run_1/metal_density.png
Scale bar: 50 um. 29 x 29 tiles, from black (low) to pale yellow (high), scaled to the fullest tile. Values are wire area over tile area, all layers added.
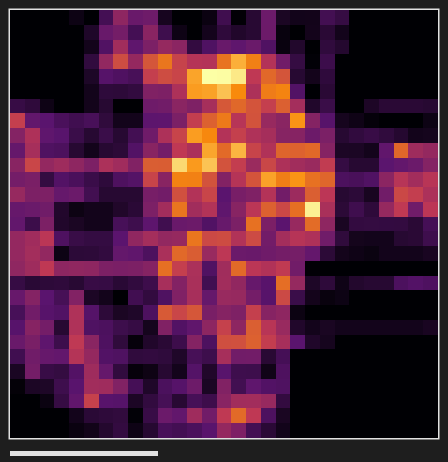
run_1/cell_density.png
Scale bar: 50 um. 14 x 14 tiles, from black (low) to pale yellow (high), 0 to 100% covered.
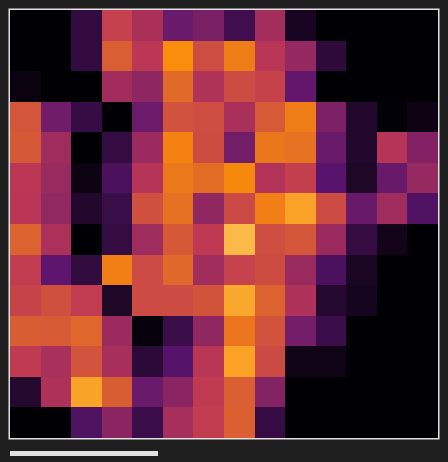
run_1/congestion.png
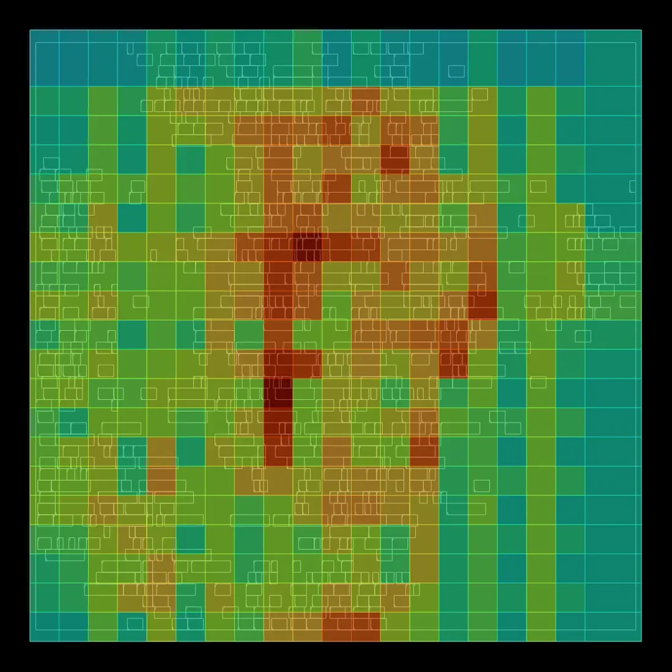
run_1/layer_met1.png
Scale bar: 50 um.
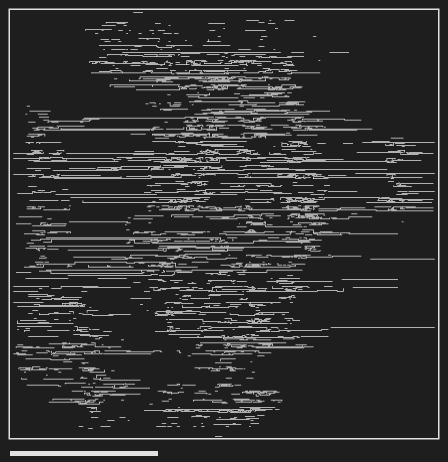
## src/rtl/pc_unit_if.sv

```systemverilog
// Bundle of redirect/stall requests into the PC unit and its status outputs.
interface pc_unit_if #(
  parameter int unsigned XLEN  = 32,
  parameter int unsigned CNT_W = 16
);
  logic             trap;
  logic [XLEN-1:0]  trap_vec;
  logic             mret;
  logic [XLEN-1:0]  mepc;
  logic             redir_ex;
  logic [XLEN-1:0]  redir_ex_addr;
  logic             hold;
  logic             fetch_stall;
  logic             mem_stall;
  logic [XLEN-1:0]  pc_out;
  logic             redir_pend;
  logic             misalign;
  logic [CNT_W-1:0] stall_cnt;

  // Pipeline control side: raises requests, observes the fetch address.
  modport master (
    output trap, trap_vec, mret, mepc, redir_ex, redir_ex_addr,
           hold, fetch_stall, mem_stall,
    input  pc_out, redir_pend, misalign, stall_cnt
  );

  // PC unit side.
  modport slave (
    input  trap, trap_vec, mret, mepc, redir_ex, redir_ex_addr,
           hold, fetch_stall, mem_stall,
    output pc_out, redir_pend, misalign, stall_cnt
  );
endinterface

```

## src/rtl/pc_unit.sv

```systemverilog
// Program counter with prioritised redirects, stall-safe redirect latching,
// misalignment flag and saturating stall-cycle counter.
module pc_unit #(
  parameter int unsigned    XLEN      = 32,
  parameter logic [XLEN-1:0] RESET_VEC = '0,
  parameter int unsigned    STEP      = 4,
  parameter int unsigned    CNT_W     = 16
) (
  input logic       clk,
  input logic       rst,
  pc_unit_if.slave  bus
);

  // Ordered so that a numerically larger value wins; NONE marks "empty".
  typedef enum logic [1:0] {
    PRI_NONE = 2'd0,
    PRI_EX   = 2'd1,
    PRI_MRET = 2'd2,
    PRI_TRAP = 2'd3
  } pri_e;

  logic [XLEN-1:0]  r_pc;
  logic [XLEN-1:0]  r_pend_tgt;
  pri_e             r_pend_pri;
  logic             r_misalign;
  logic [CNT_W-1:0] r_stall_cnt;

  logic             w_stall;
  pri_e             w_live_pri;
  logic [XLEN-1:0]  w_live_tgt;

  // Select the winning live redirect: trap > mret > EX branch.
  always_comb begin
    w_stall    = bus.fetch_stall | bus.mem_stall;
    w_live_pri = PRI_NONE;
    w_live_tgt = '0;
    if (bus.trap) begin
      w_live_pri = PRI_TRAP;
      w_live_tgt = bus.trap_vec;
    end else if (bus.mret) begin
      w_live_pri = PRI_MRET;
      w_live_tgt = bus.mepc;
    end else if (bus.redir_ex) begin
      w_live_pri = PRI_EX;
      w_live_tgt = bus.redir_ex_addr;
    end
  end

  // PC update, pending-redirect latch, misalign flag and stall counter.
  always_ff @(posedge clk or posedge rst) begin
    if (rst) begin
      r_pc        <= RESET_VEC;
      r_pend_tgt  <= '0;
      r_pend_pri  <= PRI_NONE;
      r_misalign  <= 1'b0;
      r_stall_cnt <= '0;
    end else if (w_stall) begin
      if (r_stall_cnt != '1) begin
        r_stall_cnt <= r_stall_cnt + 1'b1;
      end
      // An empty pending slot has PRI_NONE, so this also covers first capture;
      // equal priority overwrites so the newest request survives.
      if (w_live_pri != PRI_NONE && w_live_pri >= r_pend_pri) begin
        r_pend_pri <= w_live_pri;
        r_pend_tgt <= w_live_tgt;
      end
    end else if (w_live_pri != PRI_NONE) begin
      r_pc       <= {w_live_tgt[XLEN-1:2], 2'b00};
      r_misalign <= |w_live_tgt[1:0];
      r_pend_pri <= PRI_NONE;
    end else if (r_pend_pri != PRI_NONE) begin
      r_pc       <= {r_pend_tgt[XLEN-1:2], 2'b00};
      r_misalign <= |r_pend_tgt[1:0];
      r_pend_pri <= PRI_NONE;
    end else if (!bus.hold) begin
      r_pc <= r_pc + XLEN'(STEP);
    end
  end

  assign bus.pc_out     = r_pc;
  assign bus.redir_pend = (r_pend_pri != PRI_NONE);
  assign bus.misalign   = r_misalign;
  assign bus.stall_cnt  = r_stall_cnt;

endmodule
```

## src/flat_wrapper.sv

```systemverilog
// flat-port wrapper written by rule: the top's interface ports become plain ports
module pc_unit_flat 
#(
  parameter int unsigned    XLEN      = 32,
  parameter logic [XLEN-1:0] RESET_VEC = '0,
  parameter int unsigned    STEP      = 4,
  parameter int unsigned    CNT_W     = 16
)
  (clk, rst, bus_trap, bus_trap_vec, bus_mret, bus_mepc, bus_redir_ex, bus_redir_ex_addr, bus_hold, bus_fetch_stall, bus_mem_stall, bus_pc_out, bus_redir_pend, bus_misalign, bus_stall_cnt);
  pc_unit_if #(.XLEN(XLEN), .CNT_W(CNT_W)) bus_i ();
  input logic clk;
  input logic rst;
  input wire logic [$bits(bus_i.trap)-1:0] bus_trap;
  input wire logic [$bits(bus_i.trap_vec)-1:0] bus_trap_vec;
  input wire logic [$bits(bus_i.mret)-1:0] bus_mret;
  input wire logic [$bits(bus_i.mepc)-1:0] bus_mepc;
  input wire logic [$bits(bus_i.redir_ex)-1:0] bus_redir_ex;
  input wire logic [$bits(bus_i.redir_ex_addr)-1:0] bus_redir_ex_addr;
  input wire logic [$bits(bus_i.hold)-1:0] bus_hold;
  input wire logic [$bits(bus_i.fetch_stall)-1:0] bus_fetch_stall;
  input wire logic [$bits(bus_i.mem_stall)-1:0] bus_mem_stall;
  output wire logic [$bits(bus_i.pc_out)-1:0] bus_pc_out;
  output wire logic [$bits(bus_i.redir_pend)-1:0] bus_redir_pend;
  output wire logic [$bits(bus_i.misalign)-1:0] bus_misalign;
  output wire logic [$bits(bus_i.stall_cnt)-1:0] bus_stall_cnt;
  assign bus_i.trap = bus_trap;
  assign bus_i.trap_vec = bus_trap_vec;
  assign bus_i.mret = bus_mret;
  assign bus_i.mepc = bus_mepc;
  assign bus_i.redir_ex = bus_redir_ex;
  assign bus_i.redir_ex_addr = bus_redir_ex_addr;
  assign bus_i.hold = bus_hold;
  assign bus_i.fetch_stall = bus_fetch_stall;
  assign bus_i.mem_stall = bus_mem_stall;
  assign bus_pc_out = bus_i.pc_out;
  assign bus_redir_pend = bus_i.redir_pend;
  assign bus_misalign = bus_i.misalign;
  assign bus_stall_cnt = bus_i.stall_cnt;
  pc_unit #(.XLEN(XLEN), .RESET_VEC(RESET_VEC), .STEP(STEP), .CNT_W(CNT_W)) u_core (.clk(clk), .rst(rst), .bus(bus_i));
endmodule
```

## config.mk

```make
export PLATFORM = sky130hd
export DESIGN_NAME = pc_unit_flat
export DESIGN_NICKNAME = d
export VERILOG_FILES = /design/src/rtl/pc_unit_if.sv /design/src/rtl/pc_unit.sv /design/src/flat_wrapper.sv
export SDC_FILE = /design/constraint.sdc
export NUM_CORES = 1
export LEC_CHECK = 0
export CORE_UTILIZATION = 25
export CTS_CLUSTER_DIAMETER = 120
export DETAILED_ROUTE_END_ITERATION = 10
export PLACE_DENSITY = 0.6
export SYNTH_ARGS = -nofsm -noshare
export SYNTH_HDL_FRONTEND = slang
export SYNTH_SLANG_ARGS = --single-unit
```

## constraint.sdc

```tcl
create_clock -name clk -period 7.1 [get_ports clk]
set_input_delay 1.775 -clock clk [delete_from_list [all_inputs] [get_ports clk]]
set_output_delay 1.775 -clock clk [all_outputs]
set_load 0.01 [all_outputs]
```

==> impl_metrics.tcl, run 1 <==
# place-and-route summary
set metrics [dict create \
    htree_levels 3 \
    seqCellArea_um2 2030 \
    fp_util_pct 25.8 \
    whs_ns 0.478 \
    ant_nets 0 \
    die_y_um 144 \
    warnings 26 \
    io-pin-count 154 \
    cts_made_buffers 9 \
    hold_buffers 0 \
    tritoncts "yes" \
    cts_sinks 81 \
    skew_ns 0.00958 \
    crit_slowest_cell "clkdlybuf4s50_1" \
    insertion_delay_ns 0.35 \
    io_buffers 151 \
    ys_warn_count 0 \
    grt_pass1_vias 4464 \
    diodes 0 \
    status "finished, final reports clean" \
    fin_nets 808 \
    path_max_fanout 35 \
    p_leak_nw 2.76 \
]
-- metal_density.png (at the start) --
The fullest tile reaches 0.52. The mean over all tiles is 0.12. 23% of the tiles are nearly empty. The emptiest ninth of the die: lower right. 13% of the tiles are over half the peak.
DR vias: 4758
Total Wirelength: 15900 um
Routed wire per std cell: 16.4 um
Total GRT Usage: 15.6%

-- cell_density.png (at the start) --
The densest ninth of the die: center. 3.1% of the tiles are over 75% full. The fullest tile reaches 85%. 23% of the tiles are nearly empty. The emptiest ninth of the die: lower right. The mean over all tiles is 33%.

-- congestion.png (at the start) --
met1 Use GR: 22.0%
met3 Use GR: 3.44%
Post-Route Utilization: 36.3%
met2 GRT Util: 23.4%

-- layer_met1.png (at the start) --
692 nets have wire on it. The wires run mostly horizontal. The longest straight run is 58.9 um. The layer carries 7520 um of wire.

run 1: worst min-delay path: stages (launching register included):
cell,delay (ns)
dfrtp_1,0.33
nand2_1,0.04
o21ai_0,0.06
run 1: state kept, by name (all words and copies together), names as in the netlist:
| register | flops |
|---|---|
| u_core.r_pend_tgt | 32 |
| u_core.bus.misalign | 1 |
| u_core.bus.stall_cnt | 16 |
| u_core.r_pend_pri | 2 |
| u_core.bus.pc_out | 30 |
run 1: power breakdown:
group | switching, mW | internal [mW] | leakage, nW | total (mW)
Combinational | 0.362 | 0.395 | 1.62 | 0.756
Sequential | 0.167 | 0.628 | 0.973 | 0.795
Clock | 0.191 | 0.351 | 0.169 | 0.542
Total | 0.720 | 1.37 | 2.76 | 2.09
run 1: metal layers:
metal | global-route usage [%] | vias up | wire length (um)
met1 | 22.0 | 2231 | 7520
met3 | 3.44 | 12 | 1070
met4 | 5.10 | 0 | 216
li1 | - | 2367 | -
met2 | 23.4 | 148 | 7080
met5 | 0 | - | 0
run 1: cell usage after synthesis, drive strengths merged, types with 3 or more instances:
master   count
and4         6
nand3       22
a2111oi      5
a21oi       20
clkbuf      22
and3        12
ha           4
nand3b       6
nor2        47
a31o         3
nor2b        7
nor4         5
o21ai       63
and2         6
a22oi       21
mux2        30
or3          3
inv          7
nand2       60
nand4       11
a221oi       7
xnor2       12
dfrtp       81
nor3        22
buf         18
a21o         4
a211oi       4
xor2         9
o32a         9
a31oi       23
run 1: worst max-delay path by stage:
| stage | cells past startpoint | from | to |
|---|---|---|---|
| after floorplan | 10 | bus_trap | u_core.r_pend_tgt[0] |
| after global placement | 9 | bus_redir_ex | u_core.r_pend_tgt[27] |
| after detailed placement | 9 | bus_redir_ex | u_core.r_pend_tgt[27] |
| after CTS | 9 | bus_redir_ex | u_core.r_pend_tgt[27] |
| after global routing | 9 | bus_redir_ex | u_core.r_pend_tgt[27] |
| final | 9 | bus_redir_ex | u_core.r_pend_tgt[27] |
run 1: final cells by class:
type	instances	share of cell area [%]
Clock inverter	5	1.46
Timing Repair Buffer	159	21.9
Sequential cell	81	28.4
Clock buffer	10	3.35
Inverter	9	0.491
Tap cell	265	4.65
Multi-Input combinational cell	440	39.7
run 1: kinds of logic (layout without fill, tap and decap cells):
family / Yosys count / in the layout / synth area share (%)
AOI/OAI and AO/OA: 170 / 170 / 21.9
xor gates and xnor gates: 21 / 21 / 3.63
adders and majority gates: 4 / 4 / 0.987
buffers and inverters: 49 / 183 / 4.64
DFF: 81 / 81 / 40.0
muxes: 32 / 32 / 7.06
other: 1 / 2 / 0.0739
and+or+nand+nor: 211 / 211 / 21.8
run_1/layer_met2.png
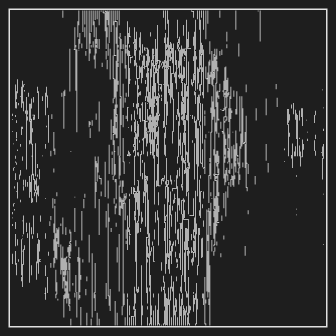

==> run 1 -> run 2 <==
- clock period: 7.1 -> 4.7 ns (I/O delays scaled with it)
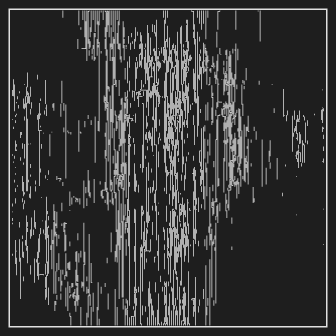
run_2/layer_met2.png
670 nets have wire on it. The layer holds 45% of the routed length.

==> impl_metrics.tcl, run 2 <==
# place-and-route summary
set metrics [dict create \
    drt-total-wl_um 16300 \
    io_buffers 151 \
    largest_reg_flops 32 \
    holdPathEnd "u_core.r_pend_tgt[12]" \
    cts_sinks 81 \
    reg2reg_setup_slack_ns 2.45 \
    tritoncts "yes" \
    final_layout_size_suffix_gt1_share_pct 11.4 \
    grt_pass1_wl_um 25900 \
    swShare_pct 34.7 \
    drt-wirelength-per-cell_um 16.8 \
    worst-r2r-cell-count 6 \
    hold_buffers 0 \
    die_area_um2 20900 \
    grt_max_degree 49 \
    die_y_um 144 \
    top_cells_by_count "81 x dfrtp_1, 63 x o21ai_0, 60 x nand2_1" \
    p_leak_nw 2.78 \
    status "finished, final reports clean" \
    fin_nets 812 \
    ant_nets 0 \
    combPwrFrac_pct 36.9 \
    grt_usage_pct 16.2 \
    ys_warn_count 0 \
    fp_util_pct 25.8 \
    drv_slew 0 \
    io-pin-count 154 \
    diodes 0 \
    num_vias 4924 \
    p_clk_share_pct 25.3 \
    drt_first_pass_iters 5 \
    cp.required_ns 4.92 \
    hold_violations 0 \
    nFillCells 2077 \
    grt_pass1_vias 4730 \
    synth_dominant_cell_count "dfrtp_1" \
    skew_ns 0.00711 \
    insertion_delay_ns 0.34 \
    path_max_fanout 31 \
    p_switching_mw 1.10 \
    cts_made_buffers 9 \
    synthesis.area_um2 5070 \
    core_um2 19700 \
    largest_register "u_core.r_pend_tgt" \
]
[run 2: cell families after synthesis]
| family | after synthesis | synth area share [%] |
|---|---|---|
| simple gates | 211 | 21.8 |
| buf+inv | 49 | 4.64 |
| fa+ha+maj | 4 | 0.987 |
| xor+xnor | 21 | 3.63 |
| flops | 81 | 40.0 |
| mux | 32 | 7.06 |
| other cells | 1 | 0.0739 |
| compound gates | 170 | 21.9 |
[run 2: per-stage QoR]
step	hold WS [ns]	utilization [%]	area (um^2)
6_report	0.479	36.4	7160
2_1_floorplan	0.445	-	5070
3_3_place_gp	0.456	34.7	6830
4_1_cts	0.481	36.4	7160
3_5_place_dp	0.466	34.7	6830
5_1_grt	0.505	36.4	7160
[run 2: layout make-up]
| type | instances | area (um^2) | share of cell area (%) |
|---|---|---|---|
| inverters | 9 | 35.0 | 0.489 |
| multi-input cells | 440 | 2830 | 39.5 |
| well taps | 265 | 332 | 4.63 |
| repair buffers | 163 | 1600 | 22.4 |
| clock inverters | 6 | 108 | 1.50 |
| clock buffers | 9 | 225 | 3.15 |
| flip-flops and latches | 81 | 2030 | 28.3 |
[run 2: how the worst max path moves through the flow]
stage | from | end | depth (start not counted)
global placement | bus_redir_ex | u_core.r_pend_tgt[17] | 10
global route | bus_redir_ex | u_core.r_pend_tgt[25] | 10
floorplan | bus_trap | u_core.r_pend_tgt[0] | 10
detailed placement | bus_redir_ex | u_core.r_pend_tgt[22] | 10
finish | bus_redir_ex | u_core.r_pend_tgt[22] | 10
CTS | bus_redir_ex | u_core.r_pend_tgt[22] | 10
[run 2: tightest hold or removal path, stage by stage, from the launching register on]
cell	delay [ns]
dfrtp_1	0.34
nand2_1	0.04
o21ai_0	0.06
[run 2: power groups by stage]
stage          registers, mW  logic (mW)  clock network [mW]
6_report                1.20        1.17               0.802
3_5_place_dp            1.21        1.18                   0
2_1_floorplan           1.19       0.631                   0
3_3_place_gp            1.20        1.15                   0
5_1_grt                 1.24        1.29               0.847
4_1_cts                 1.20        1.18               0.813
[run 2: routing by layer]
| metal | global-route usage, % | share of wire [%] |
|---|---|---|
| met1 | 22.3 | 47 |
| met2 | 25.2 | 45 |
| met3 | 3.61 | 6.5 |
| met4 | 4.99 | 1.6 |
| met5 | 0 | 0 |
Power is estimated from default activity; no workload was simulated.
